==> config.mk <==
export PLATFORM = sky130hd
export DESIGN_NAME = dispatch
export DESIGN_NICKNAME = d
export VERILOG_FILES = /design/src/rtl/qu_common.sv /design/src/rtl/qu_uop.sv /design/src/rtl/dispatch.sv
export SDC_FILE = /design/constraint.sdc
export NUM_CORES = 1
export LEC_CHECK = 0
export ABC_CLOCK_PERIOD_IN_PS = 3100
export CORE_UTILIZATION = 45
export CTS_CLUSTER_SIZE = 16
export DETAILED_ROUTE_END_ITERATION = 7
export GPL_ROUTABILITY_DRIVEN = 0
export GPL_TIMING_DRIVEN = 0
export PLACE_DENSITY = 0.77
export SLEW_MARGIN = 25
export SYNTH_ARGS = -nofsm -noshare
export SYNTH_HDL_FRONTEND = slang
export SYNTH_SLANG_ARGS = --single-unit
==> constraint.sdc <==
create_clock -name clk -period 3.1 [get_ports clk]
set_input_delay 0.31 -clock clk [delete_from_list [all_inputs] [get_ports clk]]
set_output_delay 0.31 -clock clk [all_outputs]
set_load 0.02 [all_outputs]
==> src/rtl/qu_common.sv <==
// Processor-wide constants shared by all Qu pipeline stages.
package qu_common;

    localparam int QU_PHY_RF_DEPTH = 128;
    localparam int QU_TAG_W = $clog2(QU_PHY_RF_DEPTH);
    localparam int DISPATCH_QUEUE_DEPTH = 4;

endpackage

==> src/rtl/qu_uop.sv <==
// Micro-op bundle types passed between Qu pipeline stages.
package qu_uop;

    import qu_common::*;

    typedef struct packed {
        logic [31:0]         pc;
        logic [15:0]         imm;
        logic [QU_TAG_W-1:0] rs1;
        logic [QU_TAG_W-1:0] rs2;
        logic [QU_TAG_W-1:0] rd;
        logic                rs1_valid;
        logic                rs2_valid;
        logic                rd_valid;
    } uop_ic_t;

    typedef struct packed {
        uop_ic_t    uop_ic;
        logic [3:0] fu_sel;
    } uop_t;

    typedef struct packed {
        uop_t uop;
        logic rs1_rdy;
        logic rs2_rdy;
    } dispatch_entry_t;

endpackage

==> src/rtl/dispatch.sv <==
// Dispatch stage: in-order queue tracking source readiness between map and RS.
module dispatch
    import qu_common::*;
    import qu_uop::*;
#(
    parameter int PHY_RF_DEPTH = QU_PHY_RF_DEPTH,
    parameter int QUEUE_DEPTH  = DISPATCH_QUEUE_DEPTH,
    localparam int PHY_RF_ADDR_WIDTH = $clog2(PHY_RF_DEPTH)
) (
    input  logic                         clk,
    input  logic                         rst,
    input  logic                         en,
    input  uop_t                         uop_in,
    input  logic                         uop_in_valid,
    output logic                         full,
    output logic [PHY_RF_ADDR_WIDTH-1:0] busy_table_rs1_addr,
    output logic [PHY_RF_ADDR_WIDTH-1:0] busy_table_rs2_addr,
    input  logic                         busy_table_rs1_data,
    input  logic                         busy_table_rs2_data,
    input  logic                         wakeup_valid,
    input  logic [PHY_RF_ADDR_WIDTH-1:0] wakeup_tag,
    output uop_t                         uop_out,
    output logic                         uop_out_valid,
    output logic                         uop_out_rs1_ready,
    output logic                         uop_out_rs2_ready,
    input  logic                         rs_ready
);

    localparam int PTR_W = $clog2(QUEUE_DEPTH);
    localparam int CNT_W = PTR_W + 1;

    dispatch_entry_t entries_q [QUEUE_DEPTH];
    dispatch_entry_t entries_d [QUEUE_DEPTH];
    logic [PTR_W-1:0] head_q, head_d;
    logic [PTR_W-1:0] tail_q, tail_d;
    logic [CNT_W-1:0] count_q, count_d;

    logic entry_valid [QUEUE_DEPTH];
    logic enq, deq;
    logic rs1_rdy_in, rs2_rdy_in;
    dispatch_entry_t head_e;

    assign full = (count_q == CNT_W'(QUEUE_DEPTH));
    assign enq  = en && uop_in_valid && !full;
    assign deq  = en && (count_q != '0) && rs_ready;

    assign busy_table_rs1_addr = uop_in.uop_ic.rs1;
    assign busy_table_rs2_addr = uop_in.uop_ic.rs2;

    assign rs1_rdy_in = !uop_in.uop_ic.rs1_valid || !busy_table_rs1_data
                        || (wakeup_valid && wakeup_tag == uop_in.uop_ic.rs1);
    assign rs2_rdy_in = !uop_in.uop_ic.rs2_valid || !busy_table_rs2_data
                        || (wakeup_valid && wakeup_tag == uop_in.uop_ic.rs2);

    // An entry is live when its distance from head is below count.
    always_comb begin
        for (int i = 0; i < QUEUE_DEPTH; i++) begin
            entry_valid[i] = {1'b0, PTR_W'(i) - head_q} < count_q;
        end
    end

    always_comb begin
        for (int i = 0; i < QUEUE_DEPTH; i++) begin
            entries_d[i] = entries_q[i];
            if (entry_valid[i] && wakeup_valid) begin
                if (entries_q[i].uop.uop_ic.rs1_valid &&
                    entries_q[i].uop.uop_ic.rs1 == wakeup_tag)
                    entries_d[i].rs1_rdy = 1'b1;
                if (entries_q[i].uop.uop_ic.rs2_valid &&
                    entries_q[i].uop.uop_ic.rs2 == wakeup_tag)
                    entries_d[i].rs2_rdy = 1'b1;
            end
        end
        if (enq) begin
            entries_d[tail_q].uop     = uop_in;
            entries_d[tail_q].rs1_rdy = rs1_rdy_in;
            entries_d[tail_q].rs2_rdy = rs2_rdy_in;
        end
    end

    always_comb begin
        head_d  = deq ? head_q + 1'b1 : head_q;
        tail_d  = enq ? tail_q + 1'b1 : tail_q;
        count_d = count_q + CNT_W'(enq) - CNT_W'(deq);
    end

    always_ff @(posedge clk) begin
        if (rst) begin
            head_q  <= '0;
            tail_q  <= '0;
            count_q <= '0;
            for (int i = 0; i < QUEUE_DEPTH; i++) entries_q[i] <= '0;
        end else begin
            head_q  <= head_d;
            tail_q  <= tail_d;
            count_q <= count_d;
            for (int i = 0; i < QUEUE_DEPTH; i++) entries_q[i] <= entries_d[i];
        end
    end

    assign head_e        = entries_q[head_q];
    assign uop_out       = head_e.uop;
    assign uop_out_valid = en && (count_q != '0);

    // Same-cycle bypass so the RS sees a wakeup that lands on the head now.
    assign uop_out_rs1_ready = head_e.rs1_rdy
        || (wakeup_valid && head_e.uop.uop_ic.rs1_valid
            && wakeup_tag == head_e.uop.uop_ic.rs1);
    assign uop_out_rs2_ready = head_e.rs2_rdy
        || (wakeup_valid && head_e.uop.uop_ic.rs2_valid
            && wakeup_tag == head_e.uop.uop_ic.rs2);

endmodule

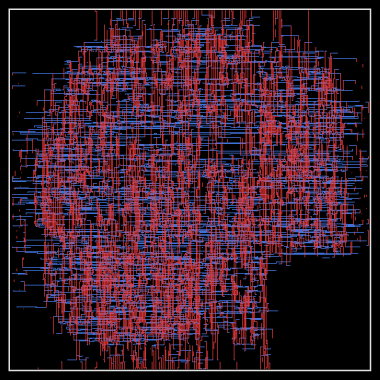
Run 1: signal wires by layer
Drawn at 2 px/um. Only two layers are drawn.
- metal 2: red (wire length 21.2 mm)
- metal 1: blue (wire length 18100 um)

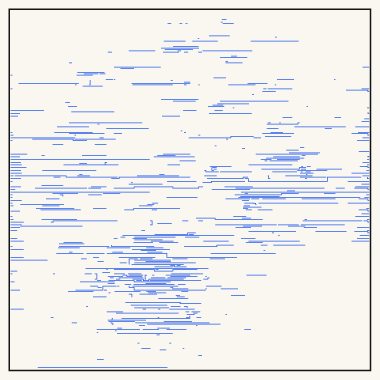
Run 1: M3 wires
Drawn at 2 px/um.
- main direction: horizontal
- nets with wire on the layer: 324
- longest straight run: 69.2 um
drt total wl: 45800 um
overall via count from detail_route: 13200
met3 GRT Util: 5.51%

==> changes_impl.md, run 1 <==
### Physical design

* Yosys cell count at 1657
* Post-synthesis share of cell area spent on xor and xnor gates at 5.54%
* Routed length per instance at 19.9 um
* Largest net degree at the start of global routing at 15
* Wire length on met3 at 4780 um
* Peak supply drop at 0.000337 V
* Drt first-iter violations at 1317
* CTS buffer count at 36
* Setup TNS Final at 0 ns
* Number of maximum-capacitance constraint violations at 0
* Number of global-route vias before repair at 12900
* Layout cell share with drive strength beyond 1 at 10.5%
* Worst slew pin tran at 0.777 ns
* Uppermost layer routed: met4
* Synth flops at 321
* Total number of nets in the final design at 1978
* Share of synthesized cell area in full adder, half adder and majority cells at 1.02%
* Clock tree from TritonCTS: yes
* Max-area cell share at 45.2%
* GRT busiest layer: met2
* Floorplan Nets at 1759
* Setup violation total in the final timing report at 0
* Number of distinct standard cells referenced by the synthesized netlist at 34
* Count of boundary I/O pins at 185
* Leakage power summed over all cells at 5.95 nW
* Setup crit end kind: primary output
* Mean Syn Cell Area at 8.59 sq um
* Number of antenna violations at the first check in global routing at 3
* Routed length on met1 at 18100 um
* Maximum level of the CTS H-tree at 2
* Log Warnings at 31
* Sequential area share after synthesis at 45.2%
* Worst min-delay path class: primary input to flip-flop
* Insertion delay to the later sink of the worst-skew pair at 0.53 ns
* Final number of hold-violating endpoints at 0
* Post-layout power at 10.5 mW
* Violated checks: design-rule violations
* Share of synthesized area spent on multiplexers at 12.5%
* Total power per unit cell area at 592 mW/mm^2
* Wire length of the first global-routing pass at 71300 um
* Aoi/oai-family share of the synthesized area at 11.8%
* Count of antenna-violating nets left after detailed routing at 0
* Hold buffer count at cts at 0
* Yosys chip area at 0.0142 sq mm
* Width of the chip at 180 um
* Post-cts gate resize count at 20
* Global router's overall resource usage at 27.9%
* Highest clock rate at 330 MHz
* Run status: finished with violations
* RSZ-0062 raised after global routing: true
* Ranking of synthesized cells by area: dfxtp_1 45%, nand2_1 16%, mux4_2 12%, a21oi_1 11%, xnor2_1 3.7%
* Die footprint at 0.0323 sq mm
* CTS sink cnt at 321
* Die Y at 180 um
* Setup Skew at 0.0145 ns
* Remaining DRCs at 22
* Post-Place Worst Slack at -0.180 ns
* Type of the setup path with the least slack: flip-flop to primary output
* Most frequent logic cell in the layout: nand2_1
* Per-cell via count in the routed design at 5.77
* Slack of the critical path at 0.0727 ns
* Finished layout cell area at 0.0178 sq mm
* Global-route track usage on met2 at 45.0%
* Met2 wire length at 21200 um
* Total gr overflow at 0
* Required @ worst endpoint at 2.79 ns
* Worst hold margin at 0.380 ns
* Maximum fanout along the worst path at 10
* Combinational Area at 0.00707 sq mm
* Placed cell count at 2235
* Detailed-router iteration count before antenna repair at 8
* Post-synthesis share of cell area spent on and, or, nand and nor gates at 18.7%
* Final HPWL DP at 31300 um
* Commonest cells after routing, fill and taps aside: 612 x nand2_1, 320 x dfxtp_1, 304 x a21oi_1
* Number of synthesis warnings at 0
* Area after DPL at 0.0165 sq mm
* Met1 Use GR at 36.5%
* Mapped Area at 0.0142 sq mm
* Register area at 0.00643 sq mm
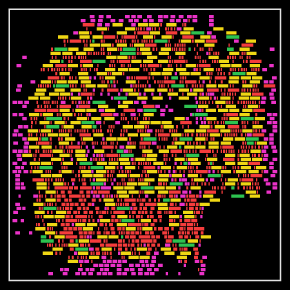
Run 1: cell classes on the final placement
Drawn at 1.5 px/um.
- clock drivers and dummy loads: green (cells 60; share of their area 6.8%)
- sequential cells: yellow (cells 321; share of their area 37%)
- remaining buffers and delay cells: magenta (cells 328; share of their area 15%)
- combinational and other logic: red (cells 1189; share of their area 41%)
placement row count: 64
register share of the cell area: 36.1%
utilization after layout: 57.7%

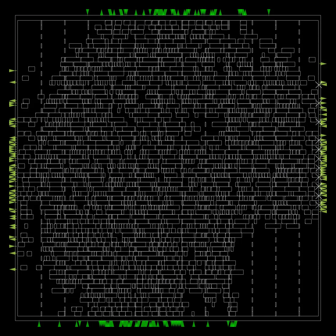
Run 1: cell placement
Placeable Area: 0.0308 sq mm
number of sequential cells in the layout: 321
final non-filler cell total: 2297
# Taps: 396
number of fill cells in the layout: 2677

-- run 1: layout make-up --
type | count | area share [%]
Antenna cell | 3 | 0.0422
Buffer | 146 | 4.30
Clock buffer | 49 | 5.79
Clock inverter | 11 | 0.823
Inverter | 11 | 0.232
Multi-Input combinational cell | 1178 | 39.7
Sequential cell | 321 | 36.1
Tap cell | 396 | 2.78
Timing Repair Buffer | 182 | 10.2
-- run 1: critical path, stage by stage (launching register included) --
cell             delay [ns]
dfxtp_2                0.48
buf_6                  0.24
buf_4                  0.29
buf_6                  0.24
mux4_2                 0.38
clkdlybuf4s50_1        0.57
-- run 1: report_power, final --
| part | switching [mW] | internal, mW | leakage [nW] |
|---|---|---|---|
| registers | 0.116 | 4.28 | 2.60 |
| clock network | 1.71 | 2.58 | 0.579 |
| logic | 1.07 | 0.787 | 2.77 |
| total | 2.89 | 7.65 | 5.95 |
-- run 1: worst paths after layout --
kind	slack, ns	depth (start not counted)	startpoint	end
worst max register to register	0.69	9	count_q[2]$_SDFF_PP0_	count_q[2]$_SDFF_PP0_
worst max-delay path	0.07	5	flip-flop	uop_out[9]
worst min-delay path	0.38	3	rst	count_q[1]$_SDFF_PP0_
worst min register to register	0.45	2	flip-flop	flip-flop
-- run 1: synth_stat cells --
cell type  count
xnor2_1       60
o311a_1        3
dfxtp_1      321
inv_1         11
buf_4         14
nor2_1        14
nand4_1       12
mux4_1         3
and4_1         4
mux4_2        75
fa_1           1
mux2i_1        1
o31a_1         1
o221ai_1       2
nand3_1        8
or3_1          4
and2_1         2
nor2b_1        3
or3b_1         1
a21o_1         2
buf_12         1
xor2_1        30
o211a_1        2
a21oi_1      304
nor4_1         8
buf_2         44
buf_1          5
buf_6          4
ha_1          10
clkbuf_1      79
nand2_1      612
and3_1         4
nand2b_1       4
a221oi_1       8
==> run 2: changes to the inputs <==
Settings changed: CORE_MARGIN from default to 4.
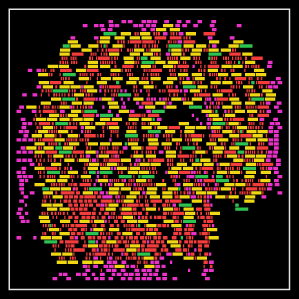
Run 2: cell classes on the final placement
Drawn at 1.5 px/um.
- remaining buffers and delay cells: magenta (cells 328; share of their area 15%)
- combinational and other logic: red (cells 1189; share of their area 41%)
- sequential cells: yellow (cells 321; share of their area 37%)
- clock drivers and dummy loads: green (cells 62; share of their area 6.5%)
Placeable Area: 0.0309 sq mm
finished layout cell area: 0.0177 sq mm
register share of the cell area: 36.3%

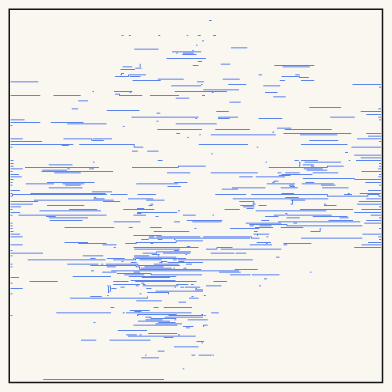
Run 2: M3 wires
Drawn at 2 px/um.
- share of all routed wire: 10%
- nets with wire on the layer: 313
- wire length on this layer: 4610 um
drt total wl: 45900 um
met3 GRT Util: 4.61%
overall via count from detail_route: 13200

==> run 2 against run 1 <==
Effect of this change: the run now ends clean; wire length increased by 0.19%; clock skew increased by 0.012 ns; first-iteration DRC count increased by 5.2%; cell area fell by 0.60%; setup slack worse by 0.038 ns; area after synthesis is the same; largest cell class unchanged; combinational power barely moved; non-clock buffer count unchanged; power fell by 2.5%; hold slack improved by 0.0063 ns; die size grew 6.8%; critical path type unchanged; clock-buffer cell count down 2; highest routed layer is now met5.
==> changes_impl.md, run 2 <==
### Physical design

* Synth flops at 321 (unchanged)
* Area after DPL at 0.0165 sq mm (unchanged)
* Required @ worst endpoint at 2.79 ns (about the same)
* Setup crit end kind: primary output
* Part of the power in registers at 42.8% (+1.1 points)
* Maximum level of the CTS H-tree at 2 (unchanged)
* Final non-filler cell total at 2297 (unchanged)
* Share of synthesized area spent on multiplexers at 12.5% (unchanged)
* Main synth FF type: dfxtp_1
* Post-cts gate resize count at 17 (-15%)
* Run status: finished, final reports clean
* Uppermost layer routed: met5
* Met2 wire length at 21100 um (-0.76%)
* Global-route track usage on met2 at 40.5% (-4.5 points)
* Count of boundary I/O pins at 185 (unchanged)
* Utilization after layout at 57.2% (-0.49 points)
* Peak supply drop at 0.000334 V (-0.99%)
* Post-synthesis share of cell area spent on and, or, nand and nor gates at 18.7% (unchanged)
* Setup violation total in the final timing report at 0 (unchanged)
* Wire length on met3 at 4610 um (-3.6%)
* Yosys chip area at 0.0142 sq mm (unchanged)
* Die Y at 186 um (+3.3%)
* Clock Power Share at 39.3% (-1.4 points)
* Delay of the slowest cell on the worst path at 0.63 ns (+0.06 ns)
* Setup Skew at 0.0261 ns (+0.0116 ns)
* Layout cell share with drive strength beyond 1 at 10.6% (+0.15 points)
* Most frequent logic cell in the layout: nand2_1
* Die footprint at 0.0345 sq mm (+6.8%)
* Type of the setup path with the least slack: flip-flop to primary output
* Placement row count at 64 (unchanged)
* Setup TNS Final at 0 ns (unchanged)
* Int Power at 7.42 mW (-3.1%)
* Final number of hold-violating endpoints at 0 (unchanged)
* Slack of the critical path at 0.0348 ns (-0.0379 ns)
* Yosys cell count at 1657 (unchanged)
* Log Warnings at 31 (unchanged)
* Count of flip-flops with a built-in enable after synthesis at 0 (unchanged)
* Width of the chip at 186 um (+3.3%)
* Part of the power in combinational logic at 17.9% (+0.3 points)
* Clock tree from TritonCTS: yes
* Max-area cell share at 45.2% (unchanged)
* Number of distinct standard cells referenced by the synthesized netlist at 34 (unchanged)
* Number of antenna violations at the first check in global routing at 2 (-1)
* Highest clock rate at 326 MHz (-1.2%)
* Mean Syn Cell Area at 8.59 sq um (unchanged)
* Total gr overflow at 0 (unchanged)
* Global router's overall resource usage at 25.9% (-2.1 points)
* Ranking of synthesized cells by area: dfxtp_1 45%, nand2_1 16%, mux4_2 12%, a21oi_1 11%, xnor2_1 3.7%
* Post-layout power at 10.3 mW (-2.5%)
* Maximum fanout along the worst path at 10 (unchanged)
* Count of buffering cells on the critical path with inverters included at 4 (unchanged)
* Most frequent cell after synthesis: nand2_1
* GRT busiest layer: met2
* Number of synthesis warnings at 0 (unchanged)
* Share of synthesized cell area in full adder, half adder and majority cells at 1.02% (unchanged)
* CTS buffer count at 35 (-2.8%)
## run 2: cell counts after synthesis
Identical to the previous run, type by type.
## run 2: kinds of logic (layout without fill, tap and decap cells)
| kind of cell | after synthesis | after routing |
|---|---|---|
| XOR/XNOR | 90 | 90 |
| multiplexers | 79 | 79 |
| buffers and inverters | 158 | 401 |
| AND-OR/OR-AND | 322 | 322 |
| flip-flops | 321 | 321 |
| other | 0 | 1 |
| adder cells (fa/ha/maj) | 11 | 11 |
| AND/OR/NAND/NOR | 676 | 676 |
## run 2: worst paths after layout
kind / start / slack [ns] / endpoint / cells after the start
hold reg to reg: flip-flop / 0.45 / flip-flop / 2
setup / recovery: flip-flop / 0.03 / uop_out[7] / 5
hold / removal: rst / 0.39 / count_q[1]$_SDFF_PP0_ / 3
setup reg to reg: count_q[2]$_SDFF_PP0_ / 0.69 / count_q[2]$_SDFF_PP0_ / 9
## run 2: power by group through the flow
stage | clock network, mW | registers (mW) | logic, mW
finish | 4.04 | 4.39 | 1.84
CTS | 4.06 | 4.39 | 1.82
detailed placement | 0 | 4.47 | 1.81
floorplan | 0 | 4.44 | 1.06
global placement | 0 | 4.46 | 1.78
global route | 4.24 | 4.41 | 1.95
## run 2: cell type report
| type | instances | area, sq um |
|---|---|---|
| Sequential cell | 321 | 6430 |
| Timing Repair Buffer | 182 | 1820 |
| Fill cell | 2682 | 13200 |
| Inverter | 11 | 41.3 |
| Clock inverter | 15 | 111 |
| Buffer | 146 | 734 |
| Clock buffer | 47 | 1000 |
| Antenna cell | 1 | 2.50 |
| Tap cell | 396 | 495 |
| Multi-Input combinational cell | 1178 | 7060 |
==> run 3: changes to the inputs <==
==> constraint.sdc (replaced) <==
create_clock -name clk -period 3.1 [get_ports clk]
set_input_delay 0.62 -clock clk [delete_from_list [all_inputs] [get_ports clk]]
set_output_delay 0.62 -clock clk [all_outputs]
set_load 0.01 [all_outputs]
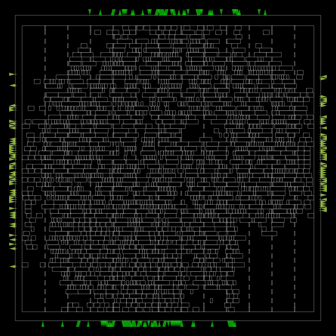
Run 3: cell placement
utilization after layout: 58.0%
final non-filler cell total: 2306
register share of the cell area: 35.9%
number of fill cells in the layout: 2637

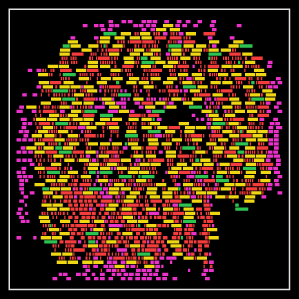
Run 3: cell classes on the final placement
Drawn at 1.5 px/um.
- remaining buffers and delay cells: magenta (cells 337; share of their area 16%)
- clock drivers and dummy loads: green (cells 62; share of their area 6.4%)
- sequential cells: yellow (cells 321; share of their area 37%)
- combinational and other logic: red (cells 1189; share of their area 41%)

==> run 3 against run 2 <==
Effect of this change: clock skew rose by 0.0046 ns; wire length rose by 0.82%; cell area rose by 1.3%; register-to-register slack improved by 0.02 ns; synthesized cell count did not move; flip-flop count did not move.
==> changes_impl.md, run 3 <==
### Physical design

* Number of cells traversed by the worst register-to-register path at 9 (unchanged)
* Yosys cell count at 1657 (unchanged)
* Count of flip-flops with a built-in enable after synthesis at 0 (unchanged)
* Wire length on met3 at 5020 um (+8.9%)
* Peak supply drop at 0.000332 V (-0.42%)
* Most frequent cells after synthesis: 612 x nand2_1, 321 x dfxtp_1, 304 x a21oi_1
* Total gr overflow at 0 (unchanged)
* Global-route track usage on met2 at 40.9% (+0.45 points)
* Drt total wl at 46300 um (+0.82%)
* Placeable Area at 0.0309 sq mm (unchanged)
* Met3 GRT Util at 4.87% (+0.25 points)
* Setup crit end kind: primary output
* Worst flop-to-flop path startpoint: count_q[2]$_SDFF_PP0_
* Final number of hold-violating endpoints at 0 (unchanged)
* Run status: finished, final reports clean
* Maximum fanout along the worst path at 10 (unchanged)
* Minimum clock period after layout at 3.06 ns
* Most frequent cell after synthesis: nand2_1
* Log Warnings at 31 (unchanged)
* Number of antenna violations at the first check in global routing at 2 (unchanged)
* Synth flops at 321 (unchanged)
* Floorplan Nets at 1759
* Mean Syn Cell Area at 8.59 sq um (unchanged)
* Slack of the critical path at 0.0432 ns (+0.00841 ns)
* Number of maximum-capacitance constraint violations at 0
* Total power per unit cell area at 571 mW/mm^2
* CTS buffer count at 35 (unchanged)
* Min-Delay Path Depth at 2 (-1)
* Die Y at 186 um (unchanged)
* Max-area cell share at 45.2% (unchanged)
* Type of the setup path with the least slack: flip-flop to primary output
* Port Buffers at 182
* Main synth FF type: dfxtp_1
* Number of distinct standard cells referenced by the synthesized netlist at 34 (unchanged)
* Highest clock rate at 327 MHz (+0.28%)
* Yosys chip area at 0.0142 sq mm (unchanged)
* Overall via count from detail_route at 13400 (+1.2%)
* Layout cell share with drive strength beyond 1 at 11.4% (+0.79 points)
* Setup TNS Final at 0 ns (unchanged)
* GRT busiest layer: met2
* Uppermost layer routed: met5
* Post-layout power at 10.2 mW (-0.50%)
* Maximum level of the CTS H-tree at 2 (unchanged)
* Setup violation total in the final timing report at 0 (unchanged)
* Clock tree from TritonCTS: yes
* Count of boundary I/O pins at 185 (unchanged)
* Setup Skew at 0.0307 ns (+0.00463 ns)
* Placement row count at 64 (unchanged)
* Met2 wire length at 21400 um (+1.5%)
* Required @ worst endpoint at 2.48 ns (-0.31 ns)
==> run 3: logic make-up (layout without fill, tap and decap cells) <==
family,after synthesis,after routing,share of synthesized area (%)
xor gates and xnor gates,90,90,5.54
AOI/OAI and AO/OA,322,322,11.8
buffers and inverters,158,410,5.25
adders and majority gates,11,11,1.02
and+or+nand+nor,676,676,18.7
other,0,1,0
muxes,79,79,12.5
DFF,321,321,45.2
==> run 3: area by class of cell <==
| type | count | area, sq um |
|---|---|---|
| inverter | 11 | 41.3 |
| multi-input combinational | 1178 | 7070 |
| antenna | 1 | 2.50 |
| tap | 396 | 495 |
| sequential | 321 | 6430 |
| clock inverter | 15 | 111 |
| clock buffer | 47 | 1000 |
| fill | 2637 | 13000 |
| buffer | 146 | 828 |
| timing repair buffer | 191 | 1930 |
==> run 3: where the power goes <==
part	leakage, nW	internal, mW	switching, mW
logic	2.96	0.803	0.978
clock network	0.552	2.35	1.69
registers	2.60	4.28	0.113
total	6.11	7.44	2.78
==> run 3: what timing repair did <==
item,4_1_cts,5_1_grt
hold buffers,0,0
resized,55,11
gates cloned,1,0
buffers inserted,5,3
setup endpoints to repair,70,20
pin swaps,4,5
==> run 3: worst max-delay path: stages (launching register included) <==
cell             delay, ns
dfxtp_2               0.35
buf_12                0.15
buf_12                0.18
buf_12                0.18
mux4_2                0.56
clkdlybuf4s50_1       0.51
==> run 3: final timing paths <==
check                           to  slack [ns]
max                     uop_out[3]        0.04
min                      flip-flop        0.45
max reg2reg  count_q[2]$_SDFF_PP0_        0.71
min reg2reg              flip-flop        0.45
==> run 3: stage by stage <==
step / cell area (sq um) / hold WS, ns
global placement: 16500 / 0.438
CTS: 17800 / 0.453
detailed placement: 16500 / 0.445
global route: 17900 / 0.462
finish: 17900 / 0.453
floorplan: 14200 / 0.433
Power is estimated from default activity; no workload was simulated.
